[config.mk]
export PLATFORM = sky130hd
export DESIGN_NAME = spi_sdram_bridge
export DESIGN_NICKNAME = d
export VERILOG_FILES = /design/src/rtl/spi_sdram_bridge.sv
export SDC_FILE = /design/constraint.sdc
export NUM_CORES = 1
export LEC_CHECK = 0
export ABC_AREA = 1
export CAP_MARGIN = 25
export CORE_MARGIN = 1.5
export CORE_UTILIZATION = 25
export CTS_CLUSTER_SIZE = 10
export DETAILED_ROUTE_END_ITERATION = 10
export GPL_TIMING_DRIVEN = 1
export SLEW_MARGIN = 20
export SYNTH_ARGS = -nofsm -noshare
export SYNTH_HDL_FRONTEND = slang
export SYNTH_SLANG_ARGS = --single-unit
[constraint.sdc]
create_clock -name clk_i -period 7.75 [get_ports clk_i]
set_input_delay 1.1625 -clock clk_i [delete_from_list [all_inputs] [get_ports clk_i]]
set_output_delay 1.1625 -clock clk_i [all_outputs]
set_load 0.005 [all_outputs]
[src/rtl/spi_sdram_bridge.sv]
// Decodes 16-bit SPI command words into register reads and SDRAM single/burst requests.
// Optional read-wait timeout is enabled by defining SPI_SDRAM_BRIDGE_TIMEOUT_EN.
module spi_sdram_bridge #(
    parameter int          WR_HOLD        = 2,
    parameter int          TIMEOUT_CYCLES = 1024,
    parameter logic [15:0] ID_WORD        = 16'h5555
) (
    input  logic        clk_i,
    input  logic        rst_i,
    input  logic [15:0] word_i,
    input  logic        word_valid_i,
    output logic [15:0] word_o,
    output logic [31:0] wr_addr_o,
    output logic [15:0] wr_data_o,
    output logic        wr_enable_o,
    output logic [31:0] rd_addr_o,
    output logic        rd_enable_o,
    input  logic [15:0] rd_data_i,
    input  logic        rd_ready_i,
    input  logic        busy_i,
    output logic        ovf_o,
    output logic        tmo_o
);

`ifdef SPI_SDRAM_BRIDGE_TIMEOUT_EN
    localparam logic TMO_EN = 1'b1;
`else
    localparam logic TMO_EN = 1'b0;
`endif

    localparam int HOLD_LAST = (WR_HOLD > 0) ? (WR_HOLD - 1) : 0;

    localparam logic [3:0] S_IDLE     = 4'd0;
    localparam logic [3:0] S_REG_RD   = 4'd1;
    localparam logic [3:0] S_ADDR_LO  = 4'd2;
    localparam logic [3:0] S_ADDR_HI  = 4'd3;
    localparam logic [3:0] S_CNT      = 4'd4;
    localparam logic [3:0] S_DATA     = 4'd5;
    localparam logic [3:0] S_WR_ISSUE = 4'd6;
    localparam logic [3:0] S_WR_HOLD  = 4'd7;
    localparam logic [3:0] S_RD_ISSUE = 4'd8;
    localparam logic [3:0] S_RD_WAIT  = 4'd9;

    localparam logic [1:0] CMD_RD    = 2'd0;
    localparam logic [1:0] CMD_WR    = 2'd1;
    localparam logic [1:0] CMD_BURST = 2'd2;

    logic [3:0]  state_r, state_nxt_s;
    logic [1:0]  cmd_r;
    logic [31:0] mem_addr_r;
    logic [15:0] mem_dat_r;
    logic [7:0]  reg_addr_r;
    logic [15:0] cnt_r;
    logic [15:0] hold_cnt_r;
    logic [31:0] tmo_cnt_r;
    logic        ovf_r, tmo_r;
    logic        wr_enable_r, rd_enable_r;
    logic [31:0] wr_addr_r, rd_addr_r;
    logic [15:0] wr_data_r;

    logic        hold_done_s, timeout_s, wr_pulse_s, rd_pulse_s, drop_s, clr_flags_s;
    logic [15:0] word_s;

    // State register
    always_ff @(posedge clk_i or posedge rst_i) begin
        if (rst_i) begin
            state_r <= S_IDLE;
        end else begin
            state_r <= state_nxt_s;
        end
    end

    // Next-state decode
    always_comb begin
        state_nxt_s = state_r;
        case (state_r)
            S_IDLE: begin
                if (word_valid_i) begin
                    case (word_i[15:8])
                        8'h80:                state_nxt_s = S_REG_RD;
                        8'hC0, 8'hC1, 8'hC2:  state_nxt_s = S_ADDR_LO;
                        default:              state_nxt_s = S_IDLE;
                    endcase
                end else begin
                    state_nxt_s = S_IDLE;
                end
            end
            S_REG_RD:  state_nxt_s = word_valid_i ? S_IDLE : S_REG_RD;
            S_ADDR_LO: state_nxt_s = word_valid_i ? S_ADDR_HI : S_ADDR_LO;
            S_ADDR_HI: begin
                if (!word_valid_i) begin
                    state_nxt_s = S_ADDR_HI;
                end else if (cmd_r == CMD_RD) begin
                    state_nxt_s = S_RD_ISSUE;
                end else if (cmd_r == CMD_BURST) begin
                    state_nxt_s = S_CNT;
                end else begin
                    state_nxt_s = S_DATA;
                end
            end
            S_CNT: begin
                if (!word_valid_i) begin
                    state_nxt_s = S_CNT;
                end else if (word_i == 16'd0) begin
                    state_nxt_s = S_IDLE;
                end else begin
                    state_nxt_s = S_DATA;
                end
            end
            S_DATA:     state_nxt_s = word_valid_i ? S_WR_ISSUE : S_DATA;
            S_WR_ISSUE: state_nxt_s = busy_i ? S_WR_ISSUE : S_WR_HOLD;
            S_WR_HOLD: begin
                if (!hold_done_s) begin
                    state_nxt_s = S_WR_HOLD;
                end else if ((cmd_r == CMD_BURST) && (cnt_r > 16'd1)) begin
                    state_nxt_s = S_DATA;
                end else begin
                    state_nxt_s = S_IDLE;
                end
            end
            S_RD_ISSUE: state_nxt_s = (!busy_i && !rd_ready_i) ? S_RD_WAIT : S_RD_ISSUE;
            S_RD_WAIT: begin
                if (rd_ready_i || timeout_s) begin
                    state_nxt_s = S_IDLE;
                end else begin
                    state_nxt_s = S_RD_WAIT;
                end
            end
            default: state_nxt_s = S_IDLE;
        endcase
    end

    // Request strobes, drop/clear conditions and readback mux
    always_comb begin
        hold_done_s = (hold_cnt_r >= 16'(HOLD_LAST));
        timeout_s   = TMO_EN && (state_r == S_RD_WAIT) && !rd_ready_i &&
                      (tmo_cnt_r == 32'(TIMEOUT_CYCLES - 1));
        wr_pulse_s  = (state_r == S_WR_ISSUE) && !busy_i;
        rd_pulse_s  = (state_r == S_RD_ISSUE) && !busy_i && !rd_ready_i;
        drop_s      = word_valid_i && ((state_r == S_WR_ISSUE) || (state_r == S_WR_HOLD) ||
                                       (state_r == S_RD_ISSUE) || (state_r == S_RD_WAIT));
        clr_flags_s = word_valid_i && (state_r == S_REG_RD) && (reg_addr_r == 8'h01);
        case (reg_addr_r)
            8'h00:   word_s = ID_WORD;
            8'h01:   word_s = {12'b0, tmo_r, ovf_r, busy_i, (state_r != S_IDLE)};
            8'h04:   word_s = {8'b0, mem_dat_r[7:0]};
            8'h05:   word_s = {8'b0, mem_dat_r[15:8]};
            8'h06:   word_s = mem_dat_r;
            8'h08:   word_s = mem_addr_r[15:0];
            8'h09:   word_s = mem_addr_r[31:16];
            default: word_s = 16'h0000;
        endcase
    end

    // Datapath, request outputs and sticky flags
    always_ff @(posedge clk_i or posedge rst_i) begin
        if (rst_i) begin
            cmd_r       <= CMD_RD;
            mem_addr_r  <= 32'd0;
            mem_dat_r   <= 16'd0;
            reg_addr_r  <= 8'd0;
            cnt_r       <= 16'd0;
            hold_cnt_r  <= 16'd0;
            tmo_cnt_r   <= 32'd0;
            ovf_r       <= 1'b0;
            tmo_r       <= 1'b0;
            wr_enable_r <= 1'b0;
            rd_enable_r <= 1'b0;
            wr_addr_r   <= 32'd0;
            wr_data_r   <= 16'd0;
            rd_addr_r   <= 32'd0;
        end else begin
            wr_enable_r <= wr_pulse_s;
            rd_enable_r <= rd_pulse_s;
            if (wr_pulse_s) begin
                wr_addr_r <= mem_addr_r;
                wr_data_r <= mem_dat_r;
            end
            if (rd_pulse_s) begin
                rd_addr_r <= mem_addr_r;
            end
            hold_cnt_r <= (state_r == S_WR_HOLD) ? hold_cnt_r + 16'd1 : 16'd0;
            tmo_cnt_r  <= (state_r == S_RD_WAIT) ? tmo_cnt_r + 32'd1 : 32'd0;
            case (state_r)
                S_IDLE: begin
                    if (word_valid_i) begin
                        case (word_i[15:8])
                            8'h80:   reg_addr_r <= word_i[7:0];
                            8'hC0:   cmd_r <= CMD_RD;
                            8'hC1:   cmd_r <= CMD_WR;
                            8'hC2:   cmd_r <= CMD_BURST;
                            default: cmd_r <= cmd_r;
                        endcase
                    end
                end
                S_ADDR_LO: if (word_valid_i) mem_addr_r[15:0]  <= word_i;
                S_ADDR_HI: if (word_valid_i) mem_addr_r[31:16] <= word_i;
                S_CNT:     if (word_valid_i) cnt_r <= word_i;
                S_DATA:    if (word_valid_i) mem_dat_r <= word_i;
                S_WR_HOLD: begin
                    if (hold_done_s && (cmd_r == CMD_BURST) && (cnt_r > 16'd1)) begin
                        mem_addr_r <= mem_addr_r + 32'd1;
                        cnt_r      <= cnt_r - 16'd1;
                    end
                end
                S_RD_WAIT: begin
                    if (rd_ready_i) begin
                        mem_dat_r <= rd_data_i;
                    end else if (timeout_s) begin
                        mem_dat_r <= 16'hDEAD;
                    end
                end
                default: cmd_r <= cmd_r;
            endcase
            // A status read acknowledges both flags; nothing can set them in REG_RD.
            if (clr_flags_s) begin
                ovf_r <= 1'b0;
                tmo_r <= 1'b0;
            end else begin
                if (drop_s)    ovf_r <= 1'b1;
                if (timeout_s) tmo_r <= 1'b1;
            end
        end
    end

    assign word_o      = word_s;
    assign wr_addr_o   = wr_addr_r;
    assign wr_data_o   = wr_data_r;
    assign wr_enable_o = wr_enable_r;
    assign rd_addr_o   = rd_addr_r;
    assign rd_enable_o = rd_enable_r;
    assign ovf_o       = ovf_r;
    assign tmo_o       = tmo_r;

endmodule

Run 1, metal layers overlaid:
Drawn at 1.5 px/um.
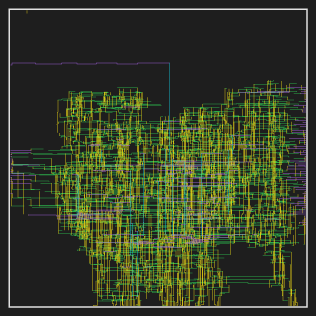
metal 1 -> green  # wire length 14,400 um
metal 3 -> purple  # wire length 2,090 um
metal 2 -> yellow  # wire length 13,900 um
metal 4 -> cyan  # wire length 692 um

Run 1, clock wiring as the flow saved it:
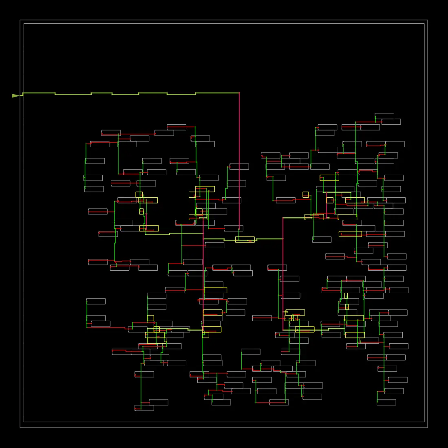
clock latency of the later-clocked register in the worst-skew pair: 0.44 ns
number of clock-tree buffers in the layout: 19
registers: 177
power drawn by the clock network: 873 uW
number of buffers added by the clock tree synthesis step: 17

Run 1, gate-type map:
Drawn at 1.5 px/um.
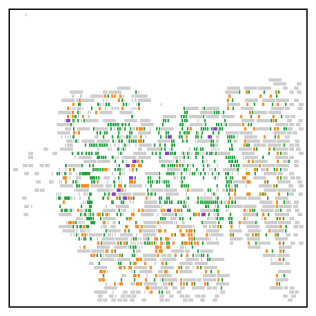
inverting AOI/OAI gates -> orange  # cells 218
NAND gates -> green  # cells 549
XOR/XNOR gates -> purple  # cells 13

Run 1, met3 routing:
Drawn at 2 px/um.
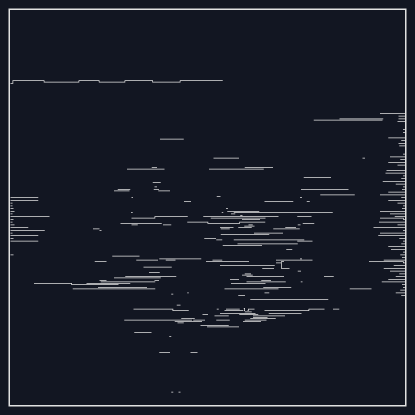
longest straight run = 49.2 um
share of all routed wire = 6.7%
main direction = horizontal

==> job_summary.md, run 1 <==
### Flow metrics

| Metric | Value |
|---|---|
| Outcome | complete, no violations |
| TritonCTS clock tree | done |
| Count of inserted antenna diode cells | 0 |
| Commonest cells in the netlist | sky130_fd_sc_hd__nand2_1, sky130_fd_sc_hd__dfrtp_1, sky130_fd_sc_hd__inv_1, sky130_fd_sc_hd__nor2_1, sky130_fd_sc_hd__o21ai_0 |
| Switching pwr | 1620 uW |
| Total area of sequential cells | 0.00443 mm^2 |
| # fillers | 4,021 |
| Cell Pwr Density | 333 mW/mm^2 |
| Iter 0 DRT Violations | 694 |
| Count of buffers not belonging to the clock network in the layout | 142 |
| Post-synthesis register bit count | 177 |
| Post-route DRC | 0 |
| Count of pins over their slew limit | 0 |
| Number of OpenROAD warnings | 30 |
| Fraction of power spent switching nets | 40.8% |
| Hold crit path type | register to register |
| Power, Total | 3970 uW |
| Proportion of synthesized flip-flops having asynchronous set or reset | 100% |
| Kind of start point of the critical path | register |
| Final WS setup | 4.03 ns |
| Combinational Area | 0.00431 mm^2 |
| Avg Inst Size Synth | 7.31 um^2 |
| Total GRT Usage | 16.2% |
| Non-clock inverter total of the final layout | 137 |
run 1: routing by layer:
metal	share of wire (%)	vias to the layer above	GRT usage, %
met4	2.2	0	5.57
met2	45	338	25.3
met3	6.7	40	3.12
met1	46	4203	22.3
met5	0	-	0
li1	-	4380	-
run 1: state kept, by name (all words and copies together), names as in the netlist:
signal	flops
cmd_r	2
rd_enable_o	1
ovf_o	1
rd_addr_o	32
mem_addr_r	32
state_r	4
wr_addr_o	32
cnt_r	16
wr_enable_o	1
reg_addr_r	8
mem_dat_r	16
wr_data_o	16
hold_cnt_r	16
run 1: kinds of logic (layout without fill, tap and decap cells):
| kind of cell | after synthesis | after routing | synth area share (%) |
|---|---|---|---|
| other | 1 | 1 | 0.0396 |
| buffers and inverters | 177 | 311 | 7.67 |
| AOI/OAI and AO/OA | 219 | 219 | 13.1 |
| and+or+nand+nor | 702 | 702 | 30.4 |
| DFF | 177 | 177 | 46.8 |
| xor gates and xnor gates | 13 | 13 | 1.20 |
| adders and majority gates | 6 | 6 | 0.794 |
run 1: worst min path at each step:
stage,to,start,slack (ns),cells after the start
after floorplan,reg_addr_r[4],reg_addr_r[4],0.46,2
after global placement,wr_addr_o[5],wr_addr_o[5],0.47,2
after detailed placement,wr_data_o[8],wr_data_o[8],0.47,2
after CTS,wr_addr_o[24],wr_addr_o[24],0.49,2
after global routing,wr_data_o[14],wr_data_o[14],0.51,2
final,wr_addr_o[24],wr_addr_o[24],0.48,2
run 1: power by group through the flow:
stage	sequential, uW	clock, uW	combinational (uW)
2_1_floorplan	1490	0	860
3_3_place_gp	1600	0	1470
3_5_place_dp	1600	0	1490
4_1_cts	1590	888	1490
5_1_grt	1640	924	1680
6_report	1600	873	1500
Run 1, clock distribution:
Drawn at 2 px/um.
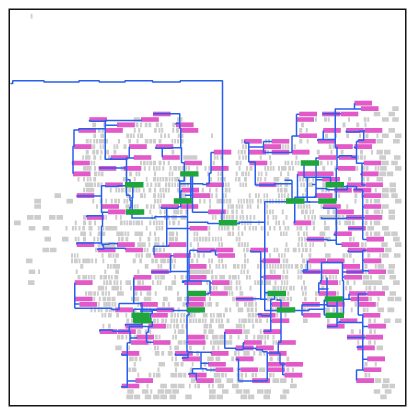

==> run 2, diff against run 1 <==
clock period = 3.7 ns   (was 7.75 ns; I/O delays follow)
Run 2, clock distribution:
Drawn at 2 px/um.
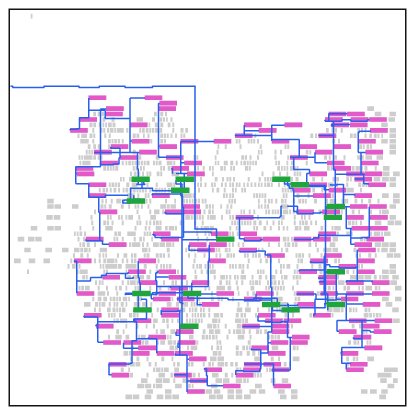
clock drivers -> green  # count 17
clock wires -> blue  # length 2,510 um
flip-flops -> magenta  # count 177
routed clock nets = 18

Run 2, met3 routing:
Drawn at 2 px/um.
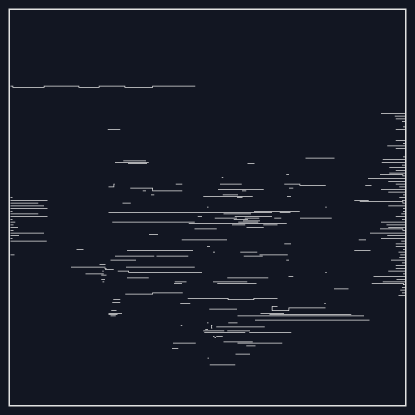
longest straight run = 81.4 um
share of all routed wire = 6.3%
wire length on this layer = 2,000 um
main direction = horizontal

Run 2, gate-type map:
Drawn at 1.5 px/um.
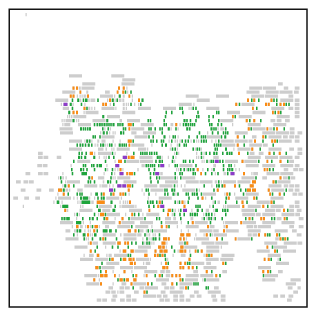
inverting AOI/OAI gates -> orange  # cells 218
XOR/XNOR gates -> purple  # cells 13
NAND gates -> green  # cells 549

==> run 2 against run 1 <==
  * Setup slack worse by 3.5 ns
  * Non-clock buffer count up 1
  * Worst hold slack better by 0.0010 ns
  * Clock-buffer cell count down 1
  * Sequential cell count unchanged
  * Total power up 110%
  * Final cell count about the same
  * Clock power up 110%
  * Sequential share of layout area about the same
  * Area after synthesis unchanged
  * Global-route usage up 0.31 points
  * Design area about the same
  * Critical endpoint is now word_o[2]
==> job_summary.md, run 2 <==
### Flow metrics

| Metric | Value |
|---|---|
| Fraction of power spent switching nets | 42.0% |
| Hold path start | rd_addr_o[28] |
| Switching pwr | 3490 uW |
| Count of pins over their slew limit | 0 |
| Combinational Area | 0.00431 mm^2 |
| Outcome | complete, no violations |
| Final WS setup | 0.566 ns |
| Power, Total | 8320 uW |
| TritonCTS clock tree | done |
| Hold Path End | rd_addr_o[28] |
| Depth of the worst hold-timing path | 2 |
| Kind of start point of the critical path | register |
| Proportion of synthesized flip-flops having asynchronous set or reset | 100% |
| Post-synthesis register bit count | 177 |
| Hold crit path type | register to register |
| Count of buffers not belonging to the clock network in the layout | 143 |
| Number of buffers added by the clock tree synthesis step | 17 |
| Iter 0 DRT Violations | 835 |
| Post-route DRC | 0 |
| Total GRT Usage | 16.5% |
| Number of distinct library cell variants in the gate-level netlist after synthesis | 41 |
| Number of clock-tree buffers in the layout | 18 |
| Count of inserted antenna diode cells | 0 |
| Buffering stage count on the worst path with inverters included | 3 |
| Clock latency of the later-clocked register in the worst-skew pair | 0.45 ns |
| Commonest cells in the netlist | sky130_fd_sc_hd__nand2_1, sky130_fd_sc_hd__dfrtp_1, sky130_fd_sc_hd__inv_1, sky130_fd_sc_hd__nor2_1, sky130_fd_sc_hd__o21ai_0 |
| Avg Inst Size Synth | 7.31 um^2 |
| Non-clock inverter total of the final layout | 137 |
| Number of OpenROAD warnings | 31 |
## run 2: cell count changes in the layout (fill, tap and decap cells not counted), sizes merged
cell / before / now
inv: 144 / 142
clkinv: 2 / 6
buf: 7 / 8
clkbuf: 19 / 18
clkinvlp: 2 / 3
bufinv: 2 / 0
## run 2: routing by layer
metal | global-route usage, % | vias up | part of all wire (%)
met5 | 0 | - | 0
met4 | 4.98 | 0 | 2.1
met3 | 3.38 | 39 | 6.3
met2 | 26.0 | 301 | 45
met1 | 22.7 | 4189 | 47
li1 | - | 4392 | -
## run 2: cell families after synthesis
kind of cell / synth area share (%)
other cells: 0.0396
xor+xnor: 1.20
compound gates: 13.1
simple gates: 30.4
buf+inv: 7.67
flops: 46.8
fa+ha+maj: 0.794
## run 2: power groups by stage
stage | clock (uW) | combinational [uW] | sequential (uW)
final | 1810 | 3170 | 3340
after global routing | 1940 | 3540 | 3430
after CTS | 1840 | 3180 | 3320
after detailed placement | 0 | 3170 | 3360
after global placement | 0 | 3130 | 3350
after floorplan | 0 | 1800 | 3120
## run 2: worst max path at each step
stage | from | to | cells after the start | slack [ns]
global route | reg_addr_r[6] | word_o[2] | 8 | 0.42
detailed placement | reg_addr_r[6] | word_o[2] | 8 | 1.05
floorplan | rst_i | cmd_r[0] | 1 | 0.88
global placement | reg_addr_r[6] | word_o[2] | 8 | 1.12
finish | reg_addr_r[6] | word_o[2] | 8 | 0.57
CTS | reg_addr_r[6] | word_o[2] | 8 | 0.56
## run 2: tightest hold or removal path: stages, from the launching register on
cell and delay [ns]:
sky130_fd_sc_hd__dfrtp_1 0.34, sky130_fd_sc_hd__nand2_1 0.05, sky130_fd_sc_hd__o21ai_0 0.06
Run 2, metal layers overlaid:
Drawn at 1.5 px/um.
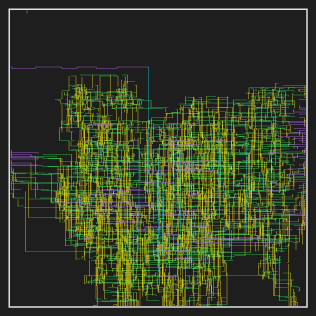

==> run 3, diff against run 2 <==
clock period = 2.8 ns   (was 3.7 ns; I/O delays follow)
Run 3, metal layers overlaid:
Drawn at 1.5 px/um.
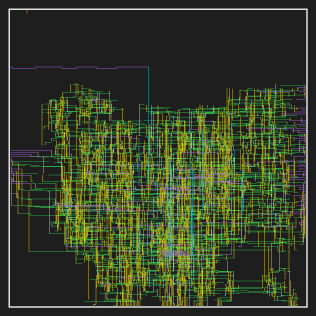
metal 2 -> yellow  # wire length 14,100 um
metal 4 -> cyan  # wire length 947 um
metal 3 -> purple  # wire length 2,020 um
metal 1 -> green  # wire length 14,900 um

Run 3, met3 routing:
Drawn at 2 px/um.
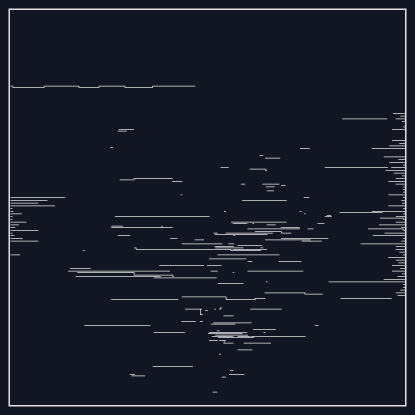
longest straight run = 50.6 um
share of all routed wire = 6.3%

Run 3, clock wiring as the flow saved it:
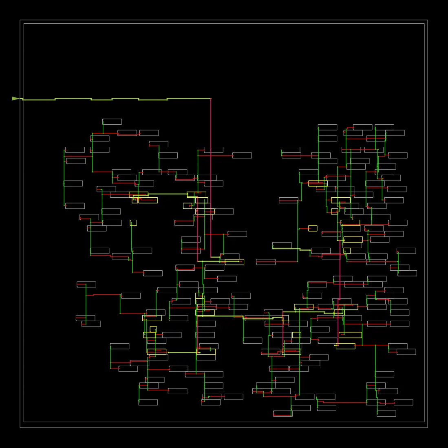
Max Clock Skew: 0.0214 ns
power drawn by the clock network: 2500 uW

==> run 3 against run 2 <==
  * Clock-buffer cell count unchanged
  * Sequential power is 32% higher
  * Total power up 34%
  * First-iteration DRC count decreased by 13%
  * Highest routed layer unchanged
==> job_summary.md, run 3 <==
### Flow metrics

| Metric | Value |
|---|---|
| Count of inserted antenna diode cells | 0 |
| H-tree Lvls | 4 |
| Simple-gate share of the synthesized area | 30.4% |
| Iter 0 DRT Violations | 726 |
| Commonest cells in the netlist | sky130_fd_sc_hd__nand2_1, sky130_fd_sc_hd__dfrtp_1, sky130_fd_sc_hd__inv_1, sky130_fd_sc_hd__nor2_1, sky130_fd_sc_hd__o21ai_0 |
| Power, Total | 11,100 uW |
| Number of OpenROAD warnings | 31 |
| Xor/xnor share | 1.20% |
| Top cell area share | 46.8% |
| Proportion of synthesized flip-flops having asynchronous set or reset | 100% |
| Fin. Hold Viols | 0 |
| Floorplan utilization | 25.2% |
| Mux share | 0% |
| Count of pins over their slew limit | 0 |
| Avg Inst Size Synth | 7.31 um^2 |
| Kind of start point of the critical path | register |
| Number of buffers added by the clock tree synthesis step | 17 |
| Crit path largest cell delay | 0.54 ns |
| Cell Pwr Density | 922 mW/mm^2 |
| Area of the core | 0.0375 mm^2 |
| Outcome | complete, no violations |
| End of the worst register-to-register path | mem_dat_r[11] |
| Total GRT Usage | 16.6% |
| Post-synthesis register bit count | 177 |
| Final WS setup | 0.117 ns |
| TritonCTS clock tree | done |
| Initial antenna violation count | 0 |
| Area fraction in full adders, half adders and majority gates | 0.794% |
| Clock latency of the later-clocked register in the worst-skew pair | 0.45 ns |
| Worst setup path startpoint | reg_addr_r[6] |
| Number of placement rows | 71 |
| CP endpoint | word_o[6] |
| Largest voltage drop on the vdd net | 0.423 mV |
| Hold crit path type | input pin to asynchronous set/reset pin |
| Setup repair after global routing missed its margin | yes |
| Number of distinct library cell variants in the gate-level netlist after synthesis | 41 |
| Chip Width | 198 um |
| Comb area leader | simple AND/OR/NAND/NOR gates |
[run 3: cell counts after synthesis]
Identical to the previous run, type by type.
[run 3: worst max-delay path, delay by kind of cell, from the launching register on]
family / cells / cell delay [ns]
flip-flops: 1 / 0.39
AND-OR/OR-AND: 2 / 0.20
buffers and inverters: 2 / 0.70
AND/OR/NAND/NOR: 4 / 0.53
[run 3: metal layers]
| metal | global-route usage [%] | vias up | routed length, um |
|---|---|---|---|
| met5 | 0 | - | 0 |
| met2 | 25.4 | 291 | 14100 |
| met3 | 3.19 | 47 | 2020 |
| met1 | 23.0 | 4277 | 14900 |
| li1 | - | 4378 | - |
| met4 | 6.79 | 0 | 946 |
[run 3: where the power goes]
part           leakage (uW)  switching, uW  internal (uW)
combinational       0.00300           2470           1750
clock              0.000295           1190           1300
sequential          0.00232            977           3440
total               0.00562           4640           6490
[run 3: final cells by class]
type                            count  area, um^2
Clock buffer                       18         439
Clock inverter                     14         168
Fill cell                        4057       25400
Inverter                          137         518
Multi-Input combinational cell    941        4340
Sequential cell                   177        4430
Tap cell                          511         639
Timing Repair Buffer              149        1530
[run 3: per-stage QoR]
| step | hold WS, ns | std cells |
|---|---|---|
| floorplan | 0.459 | 1295 |
| global placement | 0.467 | 1914 |
| detailed placement | 0.473 | 1914 |
| CTS | 0.253 | 1946 |
| global route | 0.278 | 1947 |
| finish | 0.268 | 1947 |
[run 3: worst min path at each step]
stage	end	slack, ns
detailed placement	wr_addr_o[24]	0.47
finish	rd_addr_o[4]	0.27
global route	rd_addr_o[4]	0.28
CTS	rd_addr_o[4]	0.25
floorplan	reg_addr_r[4]	0.46
global placement	wr_addr_o[11]	0.47
[run 3: what timing repair did]
item	4_1_cts	5_1_grt
setup endpoints to repair	15	16
setup buffers	0	1
resized	4	16
hold buffers	0	0
Power and IR drop assume default switching activity.
